--- src/rtl/piso_pkg.sv ---
// ----------------------------------------------------------------------------
// piso_pkg
// Shared types and helpers for the PISO serializer.
//   piso_state_t : FSM state encoding (PARITY present only with PISO_PARITY_EN)
//   PISO_CNT_W   : bit-counter width for a given word width, $clog2(width+1)
// Build option: PISO_PARITY_EN adds the PARITY state.
// ----------------------------------------------------------------------------
package piso_pkg;

    typedef enum logic [1:0] {
        IDLE   = 2'd0,
        SHIFT  = 2'd1
`ifdef PISO_PARITY_EN
        ,
        PARITY = 2'd2
`endif
    } piso_state_t;

    // Counter wide enough to hold 0..width
    function automatic int unsigned PISO_CNT_W(input int unsigned width);
        return $clog2(width + 1);
    endfunction

endpackage

--- src/rtl/piso_bit_counter.sv ---
// ----------------------------------------------------------------------------
// piso_bit_counter
// Counts data bits presented within a frame; saturates at WIDTH-1.
// Ports:
//   clk, rst  : clock, asynchronous active-high reset
//   clear_i   : force count to zero (takes priority)
//   incr_i    : advance count by one
//   last_o    : count equals WIDTH-1 (combinational from the count register)
// ----------------------------------------------------------------------------
module piso_bit_counter
    import piso_pkg::*;
#(
    parameter int unsigned WIDTH = 8
) (
    input  logic clk,
    input  logic rst,
    input  logic clear_i,
    input  logic incr_i,
    output logic last_o
);

    localparam int unsigned CNT_W = PISO_CNT_W(WIDTH);

    logic [CNT_W-1:0] cnt_q;
    logic [CNT_W-1:0] cnt_d;

    // Next count: clear wins; increment stops at the terminal value
    always_comb begin
        cnt_d = cnt_q;
        if (clear_i) begin
            cnt_d = '0;
        end else if (incr_i && !last_o) begin
            cnt_d = cnt_q + CNT_W'(1);
        end
    end

    // Count register
    always_ff @(posedge clk or posedge rst) begin
        if (rst) begin
            cnt_q <= '0;
        end else begin
            cnt_q <= cnt_d;
        end
    end

    assign last_o = (cnt_q == CNT_W'(WIDTH - 1));

endmodule

--- src/rtl/piso_serializer.sv ---
// ----------------------------------------------------------------------------
// piso_serializer
// Parallel-in/serial-out serializer with a valid/ready load handshake.
// Accepts a WIDTH-bit word and drives it out one bit per clock on serial_out,
// qualified by shift_en; feeds a SIPO deserializer directly.
// Build option: define PISO_PARITY_EN to append an even-parity bit.
// Ports:
//   clk, rst     : clock, asynchronous active-high reset
//   load_valid   : upstream presents a word on parallel_in
//   load_ready   : block can accept a word (IDLE and not in reset)
//   parallel_in  : word to serialize, sampled only on an accept
//   serial_out   : current serial bit (registered)
//   shift_en     : serial_out carries a valid frame bit (registered)
//   busy         : a frame is in progress
//   done         : one-cycle pulse in the first IDLE cycle after a frame
// ----------------------------------------------------------------------------
module piso_serializer
    import piso_pkg::*;
#(
    parameter int unsigned WIDTH     = 8,
    parameter bit          MSB_FIRST = 1'b1
) (
    input  logic             clk,
    input  logic             rst,
    input  logic             load_valid,
    output logic             load_ready,
    input  logic [WIDTH-1:0] parallel_in,
    output logic             serial_out,
    output logic             shift_en,
    output logic             busy,
    output logic             done
);

    piso_state_t      state_q;
    piso_state_t      state_d;
    logic [WIDTH-1:0] shreg_q;
    logic [WIDTH-1:0] shreg_d;
    logic             serial_q;
    logic             serial_d;
    logic             shift_en_q;
    logic             shift_en_d;
    logic             done_q;
    logic             done_d;
`ifdef PISO_PARITY_EN
    logic             parity_q;
    logic             parity_d;
`endif

    logic             accept;
    logic             cnt_clear;
    logic             cnt_incr;
    logic             cnt_last;

    // First transmitted bit of a freshly captured word
    function automatic logic head_bit(input logic [WIDTH-1:0] w);
        return MSB_FIRST ? w[WIDTH-1] : w[0];
    endfunction

    // Shift register after one advance; the new head is the next bit to send
    function automatic logic [WIDTH-1:0] advance(input logic [WIDTH-1:0] w);
        return MSB_FIRST ? {w[WIDTH-2:0], 1'b0} : {1'b0, w[WIDTH-1:1]};
    endfunction

    assign load_ready = (state_q == IDLE) && !rst;
    assign accept     = load_valid && load_ready;

    piso_bit_counter #(
        .WIDTH   (WIDTH)
    ) u_bit_counter (
        .clk     (clk),
        .rst     (rst),
        .clear_i (cnt_clear),
        .incr_i  (cnt_incr),
        .last_o  (cnt_last)
    );

    // Next-state and next-output logic; serial_out/shift_en default to idle
    always_comb begin
        state_d    = state_q;
        shreg_d    = shreg_q;
        serial_d   = 1'b0;
        shift_en_d = 1'b0;
        done_d     = 1'b0;
        cnt_clear  = 1'b0;
        cnt_incr   = 1'b0;
`ifdef PISO_PARITY_EN
        parity_d   = parity_q;
`endif

        case (state_q)
            IDLE: begin
                if (accept) begin
                    shreg_d    = parallel_in;
                    serial_d   = head_bit(parallel_in);
                    shift_en_d = 1'b1;
                    cnt_clear  = 1'b1;
                    state_d    = SHIFT;
`ifdef PISO_PARITY_EN
                    // Parity taken from the captured word, not the shifting copy
                    parity_d   = ^parallel_in;
`endif
                end
            end

            SHIFT: begin
                if (cnt_last) begin
`ifdef PISO_PARITY_EN
                    serial_d   = parity_q;
                    shift_en_d = 1'b1;
                    state_d    = PARITY;
`else
                    done_d     = 1'b1;
                    state_d    = IDLE;
`endif
                end else begin
                    shreg_d    = advance(shreg_q);
                    serial_d   = head_bit(advance(shreg_q));
                    shift_en_d = 1'b1;
                    cnt_incr   = 1'b1;
                end
            end

`ifdef PISO_PARITY_EN
            PARITY: begin
                done_d  = 1'b1;
                state_d = IDLE;
            end
`endif

            default: begin
                state_d = IDLE;
            end
        endcase
    end

    // State and output registers; reset aborts any frame without a done pulse
    always_ff @(posedge clk or posedge rst) begin
        if (rst) begin
            state_q    <= IDLE;
            shreg_q    <= '0;
            serial_q   <= 1'b0;
            shift_en_q <= 1'b0;
            done_q     <= 1'b0;
`ifdef PISO_PARITY_EN
            parity_q   <= 1'b0;
`endif
        end else begin
            state_q    <= state_d;
            shreg_q    <= shreg_d;
            serial_q   <= serial_d;
            shift_en_q <= shift_en_d;
            done_q     <= done_d;
`ifdef PISO_PARITY_EN
            parity_q   <= parity_d;
`endif
        end
    end

    assign serial_out = serial_q;
    assign shift_en   = shift_en_q;
    assign done       = done_q;
    assign busy       = (state_q != IDLE);

endmodule
--- config.mk ---
export PLATFORM = sky130hd
export DESIGN_NAME = piso_serializer
export DESIGN_NICKNAME = d
export VERILOG_FILES = /design/src/rtl/piso_pkg.sv /design/src/rtl/piso_bit_counter.sv /design/src/rtl/piso_serializer.sv
export SDC_FILE = /design/constraint.sdc
export NUM_CORES = 1
export LEC_CHECK = 0
export CAP_MARGIN = 20
export CORE_MARGIN = 10
export CORE_UTILIZATION = 47
export DETAILED_ROUTE_END_ITERATION = 16
export PLACE_DENSITY = 0.75
export SYNTH_ARGS = -nofsm -noshare
export SYNTH_HDL_FRONTEND = slang
export SYNTH_SLANG_ARGS = --single-unit
--- constraint.sdc ---
create_clock -name clk -period 2.1 [get_ports clk]
set_input_delay 0.315 -clock clk [delete_from_list [all_inputs] [get_ports clk]]
set_output_delay 0.315 -clock clk [all_outputs]
set_load 0.05 [all_outputs]
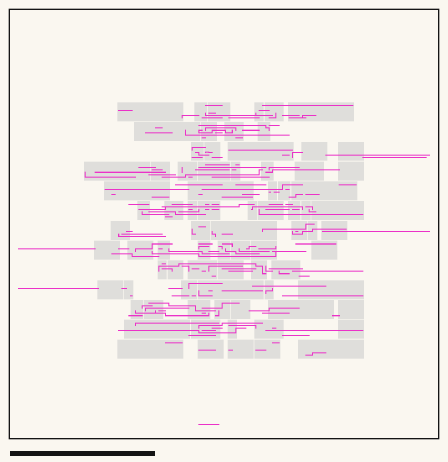
Run 1: signal wires on met1
Bar = 20 um. Cells faint in the background.
The layer carries 720 um of wire. The longest straight run is 14.7 um. The wires run mostly horizontal. 84 nets have wire on it. The layer holds 47% of the routed length.

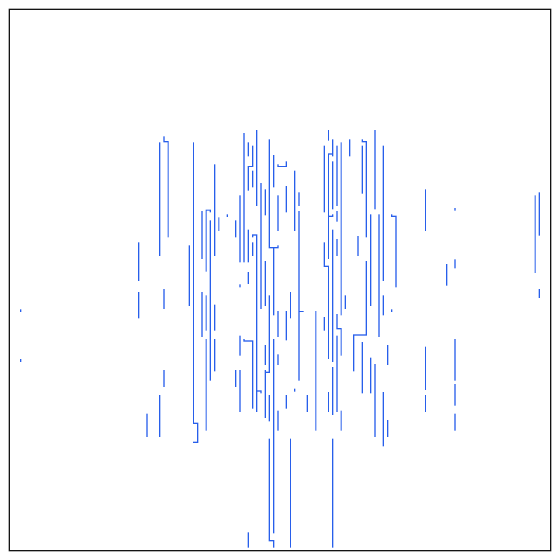
Run 1: met2 routing
The longest straight run is 30.6 um. The layer carries 673 um of wire. The layer holds 44% of the routed length.

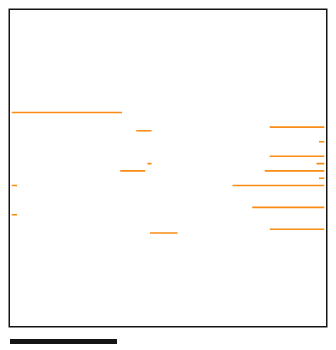
Run 1: signal wires on met3
Bar = 20 um.
The layer carries 107 um of wire. The layer holds 7.0% of the routed length. 13 nets have wire on it. The wires run mostly horizontal. The longest straight run is 20.2 um.

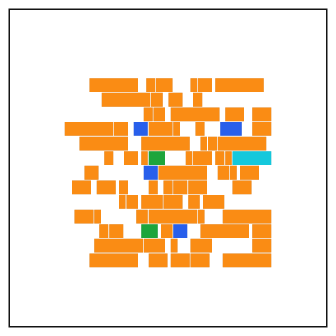
Run 1: cells by drive strength
Key: _0 and _1 cells = orange [cells 73, share 91%]; _2 cells = green [cells 2, share 2.5%]; _3 and _4 cells = blue [cells 4, share 5.0%]; _6 and larger = cyan [cells 1, share 1.3%]
Signal buffers: 15
Layout Cell Area excl Fill: 884.6 sq um
worst setup margin: 0.1063 ns

## run 1: layout make-up
cell class	instances	area [sq um]	area share
clock buffer	4	26.28	0.02970
inverter	4	15.01	0.01697
multi-input combinational	42	289.0	0.3267
sequential	15	375.4	0.4243
tap	15	18.77	0.02122
timing repair buffer	15	160.2	0.1810
## run 1: cells in the mapped netlist (2+ instances only)
library cell	number	area, sq um
a22oi_1	2	15.01
o21ai_0	4	20.02
dfrtp_1	15	375.4
nand4_1	2	12.51
mux2i_1	2	20.02
inv_1	4	15.01
nand3_1	3	15.01
o211ai_1	3	22.52
buf_6	2	22.52
a21oi_1	3	15.01
o221a_1	4	45.04
nor2_1	3	11.26
nand2_1	3	11.26
or3_1	4	25.02
## run 1: worst paths after layout
check	endpoint	slack [ns]	cells after the start	from
max in group asynchronous	shreg_q[3]	1.25	2	rst
setup reg to reg	shreg_q[3]	0.49	4	u_bit_counter.cnt_q[1]
hold reg to reg	serial_out	0.53	2	shreg_q[6]
setup / recovery	busy	0.11	1	state_q[0]
min in group clk	serial_out	0.53	2	shreg_q[6]
hold / removal	serial_out	0.47	2	rst
## run 1: cell families after synthesis
family,synth area share
buffers and inverters,0.06512
AOI/OAI and AO/OA,0.2007
DFF,0.5282
adders and majority gates,0.01760
and+or+nand+nor,0.1602
muxes,0.02817
## run 1: through the flow
step | power, mW | utilization | cells | hold slack (ns) | area [sq um]
floorplan | 0.9620 | - | 65 | 0.2165 | 710.7
global placement | 1.104 | 0.6282 | 91 | 0.5194 | 858.3
detailed placement | 1.122 | 0.6282 | 91 | 0.5172 | 858.3
CTS | 1.289 | 0.6474 | 95 | 0.4796 | 884.6
global route | 1.376 | 0.6474 | 95 | 0.5456 | 884.6
finish | 1.277 | 0.6474 | 95 | 0.4722 | 884.6
==> metrics.yaml, run 1 <==
sta:
  fin_skew_ns: 0.001699
  rsz0062_at_grt: "false"
  period_used_share: 0.9494
  maxSlewHeadroom: 0.6089
  setup_viol: 0
  fin_tns_setup_ns: 0
  worst_pin_slew_ns: 0.5860
  fmax_mhz: 501.6
  hold_viol_final: 0
  finalMaxSlewViolations: 0
  period_minus_slack_ns: 1.994
drt:
  met2_length_um: 673
  ant_nets: 0
  met3_length_um: 106
  firstDrtPassIters: 4
  wl_met1_um: 719
  routed_wl_um: 1529
  route.detailed.drc: 0
  routed.top_layer: "met4"
  vias: 550
  avgRoutedWirePerCell_um: 16.09
  viasPerCell: 5.789
  drtIter0Drc: 10
synth:
  synthesis.area_sq_um: 710.7
  synth_stat.cells: 65
  ys.warnings.count: 0
  ys_seq_frac: 0.5282
  postSynthCellCount: 65
  synth.avg_cell_area_sq_um: 10.93
  ys_types: 25
  fp_nets: 77
  synthArstFlopShare: 1.000
  synth-area-yosys_sq_um: 710.7
  synth-seq-cells: 15
  edf_count: 0
  ff_type: "dfrtp_1"
pwr:
  switching_power_mw: 0.5245
  swShare: 0.4106
  seqPwrFrac: 0.414
  power_frac_comb: 0.461
  seq_power_mw: 0.528
  power.leakage_nw: 0.3902
  power_clock_mw: 0.161
  ir_drop_v: 0.0007367
  pwr-share-clk: 0.126
  powerDensity_nw_per_um2: 1444
  p_comb_mw: 0.588
  p_int_mw: 0.7529
  maxPowerGroup: "combinational logic"
final_layout:
  num-fill-cells: 110
  area_delta_synth_final_pct: 24.47
  nets: 93
  largest_registers: "shreg_q (7), u_bit_counter.cnt_q (4)"
  n_antenna_cell: 0
  drive_gt1_frac: 0.08750
  final_layout_top_logic_cells: "15 x dfrtp_1, 14 x clkdlybuf4s50_1"
  regMostFlops: "shreg_q"
  mostFrequentLayoutCell: "dfrtp_1"
  largest_reg_flops: 7
setup_path:
  max_stage_delay_ns: 0.87
  crit_fanout: 11
  crit_path_start_kind: "flop"
  cpLargestDelayFamily: "buffers and inverters"
  critPathArrivalTime_ns: 1.68
  critical_path_class: "reg -> out"
  cpMaxStageDelayCell: "clkdlybuf4s50_1"
  crit_chain: "clkdlybuf4s50_1"
  path_buffers: 1
  required_ns: 1.78
  critPathCaptureType: "output port"
global_route:
  met1_usage: 0.1309
  grt_pass1_wl_um: 2753
  grtUsageMet3: 0.03219
  grt.busiest_layer: "met2"
  grt_pass1_vias: 552
  grtUsageTotal: 0.1003
  antenna_found_initial: 0
  grt_use_met2: 0.1486
  grt_max_degree: 16
  overflow: 0
placed_design:
  port-buffer-count: 15
  pre_cts_slack_ns: 0.4156
  gp_congestion: 0.7308
  dpl.hpwl_um: 1126
die:
  boundaryPins: 16
  die_width_um: 58.89
  die_area_sq_um: 3467
  core_area_sq_um: 1366
  die_h_um: 58.89
  initCoreUtil: 0.5201
  num_rows: 13
clocking:
  htreeDepth: 1
  cts_tree: "done"
  clock-sinks: 15
  numCtsBuffers: 3
  clockBufferDepth: 2
  cts_hold_buf: 0
  clockRootBuffer: "clkbuf_4"
  post_cts_buffers: 0
  worstSkewPairLatency_ns: 0.28
  ctsResizeCount: 0
  cts.clk_slew.worst_paths_ns: 0.08
worst_hold_path:
  hold_class: "in -> async"
run:
  warning_count: 26
  timing.max_cap.violations: 0
status:
  status: "finished clean"
==> inputs of run 2 (changes only) <==
Settings changed: CORE_MARGIN 10 to 1.
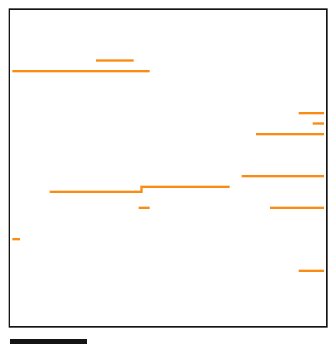
Run 2: signal wires on met3
Bar = 10 um.
10 nets have wire on it. The wires run mostly horizontal. The layer carries 80.3 um of wire.

==> metrics.yaml, run 2 <==
placed_design:
  dpl_cell_area_sq_um: 865.8
  dpl.hpwl_um: 955.9
  gp_congestion: 0.6896
  port-buffer-count: 15
final_layout:
  largest_registers: "shreg_q (7), u_bit_counter.cnt_q (4)"
  largest_reg_flops: 7
  num-fill-cells: 123
  regArea_sq_um: 375.4
  final-comb-area_sq_um: 289.0
  regMostFlops: "shreg_q"
  sh_seq_area: 0.4202
  nonClkBufAreaFrac: 0.1877
  nClkBuffers: 3
  comb_share: 0.3235
  fin_area_sq_um: 893.4
  nets: 94
  largest_cell_class: "flip-flops and latches"
  flops: 15
  clock_cell_area_share: 0.03081
  drive_gt1_frac: 0.1111
clocking:
  htreeDepth: 1
  cts.clk_slew.worst_paths_ns: 0.09
  cts_tree: "done"
  clock-sinks: 15
  post_cts_buffers: 0
  worstSkewPairLatency_ns: 0.28
  numCtsBuffers: 3
sta:
  period_used_share: 0.8365
  rsz0062_at_grt: "false"
  fmax_mhz: 569.2
  worst_pin_slew_ns: 0.5661
  setup_viol: 0
  hold_viol_final: 0
  fin_skew_ns: 0.003343
  finalMaxSlewViolations: 0
  maxSlewHeadroom: 0.6222
  period_minus_slack_ns: 1.757
synth:
  top_area_frac: 0.5282
  top_cells_by_count: "15 x dfrtp_1, 4 x inv_1, 4 x o21ai_0, 4 x o221a_1, 4 x or3_1"
  synthTopCellsByArea: "dfrtp_1 53%, o221a_1 6.3%, or3_1 3.5%, buf_6 3.2%, o211ai_1 3.2%"
  top_cell: "dfrtp_1"
  ys_sh_mux: 0.02817
  top_logic_kind: "AND-OR/OR-AND gates"
  ff_type: "dfrtp_1"
  synth_stat.cells: 65
  yosysTopAreaCell: "dfrtp_1"
  ys_seq_frac: 0.5282
  postSynthCellCount: 65
  synth-seq-cells: 15
  simple_gate_share: 0.1602
  synth-area-yosys_sq_um: 710.7
  fp_nets: 77
  ys_sh_xor: 0
  ys_types: 25
drt:
  vias: 536
  drtIter0Drc: 12
  ant_nets: 0
  route.detailed.drc: 0
  routed_wl_um: 1337
  viasPerCell: 5.583
  avgRoutedWirePerCell_um: 13.93
setup_path:
  required_ns: 1.78
  critPathCaptureType: "output port"
  cpLargestDelayFamily: "buffers and inverters"
  critPathArrivalTime_ns: 1.44
  max_stage_delay_ns: 0.81
  crit_path_start_kind: "flop"
  crit_fanout: 2
  crit_chain: "clkdlybuf4s50_1"
pwr:
  maxPowerGroup: "combinational logic"
  seq_power_mw: 0.508
  p_comb_mw: 0.617
  ir_drop_v: 0.0007950
  power_clock_mw: 0.161
  pwr-share-clk: 0.125
  p_int_mw: 0.7609
  power_frac_comb: 0.480
  switching_power_mw: 0.5249
  power.leakage_nw: 0.3975
status:
  status: "finished clean"
die:
  boundaryPins: 16
  die_area_sq_um: 1672
  num_rows: 13
  die_h_um: 40.89
  die_width_um: 40.89
  core_area_sq_um: 1350
  initCoreUtil: 0.5264
run:
  warning_count: 26
  timing.max_cap.violations: 0
global_route:
  overflow: 0
  grt_pass1_vias: 493
  antenna_found_initial: 0
  grt_max_degree: 16
  grt_pass1_wl_um: 2125
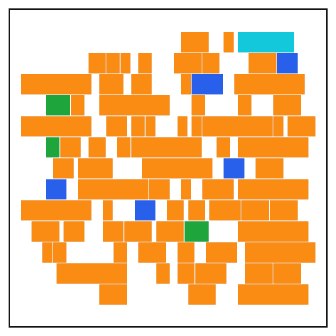
Run 2: cells by drive strength
Key: _0 and _1 cells = orange [cells 72, share 89%]; _3 and _4 cells = blue [cells 5, share 6.2%]; _6 and larger = cyan [cells 1, share 1.2%]; _2 cells = green [cells 3, share 3.7%]

[run 2: path summary, 6_finish.rpt]
check	startpoint	to	slack, ns	cells past startpoint
setup reg to reg	u_bit_counter.cnt_q[1]	shreg_q[2]	0.52	4
hold / removal	rst	u_bit_counter.cnt_q[2]	0.45	2
setup / recovery	state_q[0]	busy	0.34	1
hold reg to reg	u_bit_counter.cnt_q[0]	u_bit_counter.cnt_q[0]	0.52	1
min in group clk	u_bit_counter.cnt_q[0]	u_bit_counter.cnt_q[0]	0.52	1
max in group asynchronous	rst	shreg_q[0]	1.27	2
[run 2: per-stage QoR]
stage | utilization | instances | hold WS, ns | power [mW] | setup WS, ns
6_report | 0.6617 | 96 | 0.4545 | 1.286 | 0.3433
2_1_floorplan | - | 65 | 0.2165 | 0.9620 | 0.3633
5_1_grt | 0.6617 | 96 | 0.5186 | 1.387 | 0.2887
3_5_place_dp | 0.6413 | 92 | 0.5139 | 1.131 | 0.4141
4_1_cts | 0.6617 | 96 | 0.4636 | 1.295 | 0.3315
3_3_place_gp | 0.6413 | 92 | 0.5082 | 1.106 | 0.4609
[run 2: kinds of logic (layout without fill, tap and decap cells)]
| group | Yosys count | in the layout |
|---|---|---|
| DFF | 15 | 15 |
| AOI/OAI and AO/OA | 19 | 19 |
| buffers and inverters | 8 | 24 |
| muxes | 2 | 2 |
| adders and majority gates | 1 | 1 |
| and+or+nand+nor | 20 | 20 |
[run 2: layer usage]
metal,track usage,vias to the layer above,wire [um]
li1,-,275,-
met1,0.2466,246,653
met2,0.3242,13,586
met3,0.09783,2,80
met4,0.05000,0,17
met5,0,-,0
[run 2: worst register-to-register path: cells and delay by family, from the launching register on]
kind	cells	cell delay, ns
adders and majority gates	1	0.22
and+or+nand+nor	1	0.43
DFF	1	0.41
AOI/OAI and AO/OA	2	0.40
Run 2, signal wires on met1:
Bar = 10 um. Cells faint in the background.
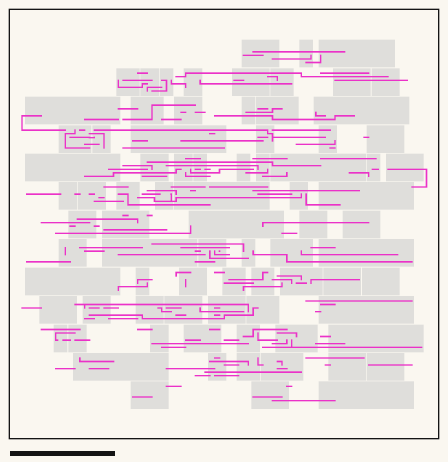

==> inputs of run 3 (changes only) <==
Clock period 2.1 ns to 1.65 ns, I/O delays scaled along.
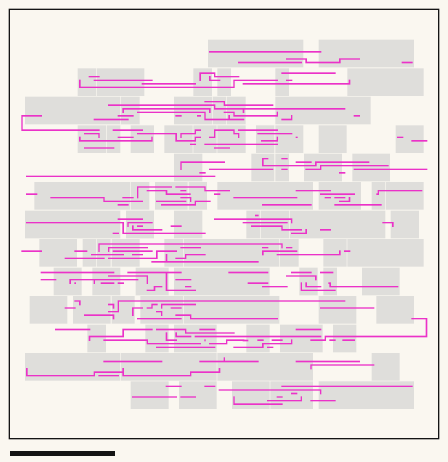
Run 3: signal wires on met1
Bar = 10 um. Cells faint in the background.
The longest straight run is 21.6 um. The layer holds 51% of the routed length.
via count: 557
routed wire length: 1421 um
met1 Use GR: 0.2648

==> metrics.yaml, run 3 <==
final_layout:
  num-fill-cells: 114
  largest_reg_flops: 7
  area_delta_synth_final_pct: 27.46
  final_cells: 97
  final-comb-area_sq_um: 292.8
  largest_registers: "shreg_q (7), u_bit_counter.cnt_q (4)"
  n_antenna_cell: 0
  final_layout_top_logic_cells: "15 x dfrtp_1, 10 x clkdlybuf4s50_1, 5 x buf_4"
  regMostFlops: "shreg_q"
  mostFrequentLayoutCell: "dfrtp_1"
  nets: 95
  regArea_sq_um: 375.4
clocking:
  numCtsBuffers: 3
  cts_tree: "done"
  clockBufferDepth: 2
  ctsResizeCount: 0
  cts.clk_slew.worst_paths_ns: 0.09
  worstSkewPairLatency_ns: 0.27
  htreeDepth: 1
  cts_hold_buf: 0
  post_cts_buffers: 0
  clock-sinks: 15
  clockRootBuffer: "clkbuf_4"
setup_path:
  critPathArrivalTime_ns: 1.72
  cpLargestDelayFamily: "simple AND/OR/NAND/NOR gates"
  required_ns: 1.81
  critPathCaptureType: "flop"
  max_stage_delay_ns: 0.43
  critical_path_class: "reg -> reg"
  crit_fanout: 13
  crit_chain: "ha_1 -> and3b_2 -> or3_1 -> o221a_1"
  cpMaxStageDelayCell: "dfrtp_1"
  path_buffers: 0
  crit_path_start_kind: "flop"
placed_design:
  placed_cells: 93
  gp_congestion: 0.7551
  port-buffer-count: 15
pwr:
  power.leakage_nw: 0.4081
  ir_drop_v: 0.0009748
  powerDensity_nw_per_um2: 1837
sta:
  hold_viol_final: 0
  maxSlewHeadroom: 0.7547
  rsz0062_at_grt: "false"
  worst_pin_slew_ns: 0.3675
  setup_viol: 0
  period_minus_slack_ns: 1.562
  fmax_mhz: 640.1
  fin_skew_ns: 0.001367
  period_used_share: 0.9468
  finalMaxSlewViolations: 0
  holdWs_ns: 0.2639
synth:
  synth_stat.cells: 65
  ys_sh_aoi: 0.2007
  fp_nets: 77
  simple_gate_share: 0.1602
  synthesis.area_sq_um: 710.7
  top_area_frac: 0.5282
  ys_seq_frac: 0.5282
  top_cells_by_count: "15 x dfrtp_1, 4 x inv_1, 4 x o21ai_0, 4 x o221a_1, 4 x or3_1"
  postSynthCellCount: 65
  yosysTopAreaCell: "dfrtp_1"
  synth-area-yosys_sq_um: 710.7
  ff_type: "dfrtp_1"
  synth.avg_cell_area_sq_um: 10.93
  synthTopCellsByArea: "dfrtp_1 53%, o221a_1 6.3%, or3_1 3.5%, buf_6 3.2%, o211ai_1 3.2%"
  ys_types: 25
  synth-seq-cells: 15
  top_cell: "dfrtp_1"
  ys.warnings.count: 0
  ys_sh_mux: 0.02817
  ys_sh_xor: 0
  top_logic_kind: "AND-OR/OR-AND gates"
  edf_count: 0
global_route:
  overflow: 0
  grt_pass1_vias: 461
  grt.busiest_layer: "met2"
  grt_pass1_wl_um: 2104
  grt_use_met2: 0.3164
  grt_max_degree: 15
  antenna_found_initial: 0
drt:
  avgRoutedWirePerCell_um: 14.65
  viasPerCell: 5.742
  ant_nets: 0
  drtIter0Drc: 14
  firstDrtPassIters: 4
  route.detailed.drc: 0
die:
  initCoreUtil: 0.5264
  core_area_sq_um: 1350
  die_h_um: 40.89
  boundaryPins: 16
  num_rows: 13
status:
  status: "finished clean"
run:
  warning_count: 27
  timing.max_cap.violations: 0
worst_hold_path:
  hold_class: "in -> async"
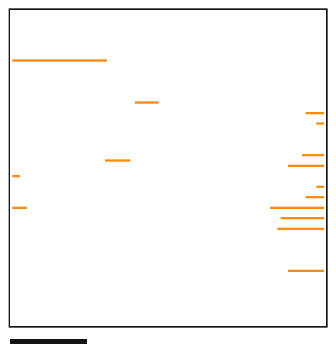
Run 3: signal wires on met3
Bar = 10 um.
The layer carries 54.6 um of wire. The layer holds 3.8% of the routed length. The longest straight run is 12.0 um.
M3 GR Usage: 0.03261

==> run 3: netlist changes by cell type in the layout (fill, tap and decap cells not counted) <==
cell	delta
buf_12	+1
buf_4	+4
nor2_1	-1
nor2_2	+1
clkinv_2	-1
clkdlybuf4s50_1	-4
and3b_1	-1
clkbuf_1	+1
and3b_2	+1
==> run 3: metal layers <==
metal	up-vias	share of wire
li1	276	-
met1	264	0.51
met4	0	0.0084
met3	2	0.038
met2	15	0.44
met5	-	0
==> run 3: power by group <==
group	total, mW	internal (mW)	switching, mW	leakage, nW
Sequential	0.656	0.534	0.122	0.180
Combinational	0.799	0.360	0.439	0.213
Clock	0.209	0.0935	0.115	0.0150
Total	1.66	0.988	0.676	0.408
==> run 3: metrics by stage <==
step                setup TNS (ns)  total power, mW    util  instance area, sq um  setup WS (ns)
global placement                 0            1.438  0.6506                 878.3        0.05867
finish                           0            1.664  0.6710                 905.9        0.08783
CTS                              0            1.670  0.6701                 904.6        0.04717
floorplan                -0.002924            1.227       -                 713.2      -0.002924
detailed placement               0            1.462  0.6506                 878.3       0.002045
global route                     0            1.780  0.6710                 905.9        0.06084
==> run 3: final timing paths <==
check | start | end | slack [ns] | cells past startpoint
setup reg to reg | u_bit_counter.cnt_q[0] | shreg_q[6] | 0.09 | 4
setup / recovery | u_bit_counter.cnt_q[0] | shreg_q[6] | 0.09 | 4
max in group asynchronous | rst | u_bit_counter.cnt_q[1] | 1.00 | 3
hold reg to reg | shreg_q[0] | shreg_q[1] | 0.55 | 2
min in group clk | parallel_in[0] | shreg_q[0] | 0.54 | 3
hold / removal | rst | serial_out | 0.26 | 2
==> run 3: cell type report <==
type	instances	share of cell area
clock buffer	4	0.02901
inverter	4	0.01657
multi-input combinational	42	0.3232
sequential	15	0.4144
tap	15	0.02072
timing repair buffer	17	0.1961
Power figures rest on the tool's default switching activity, not on a simulated workload.
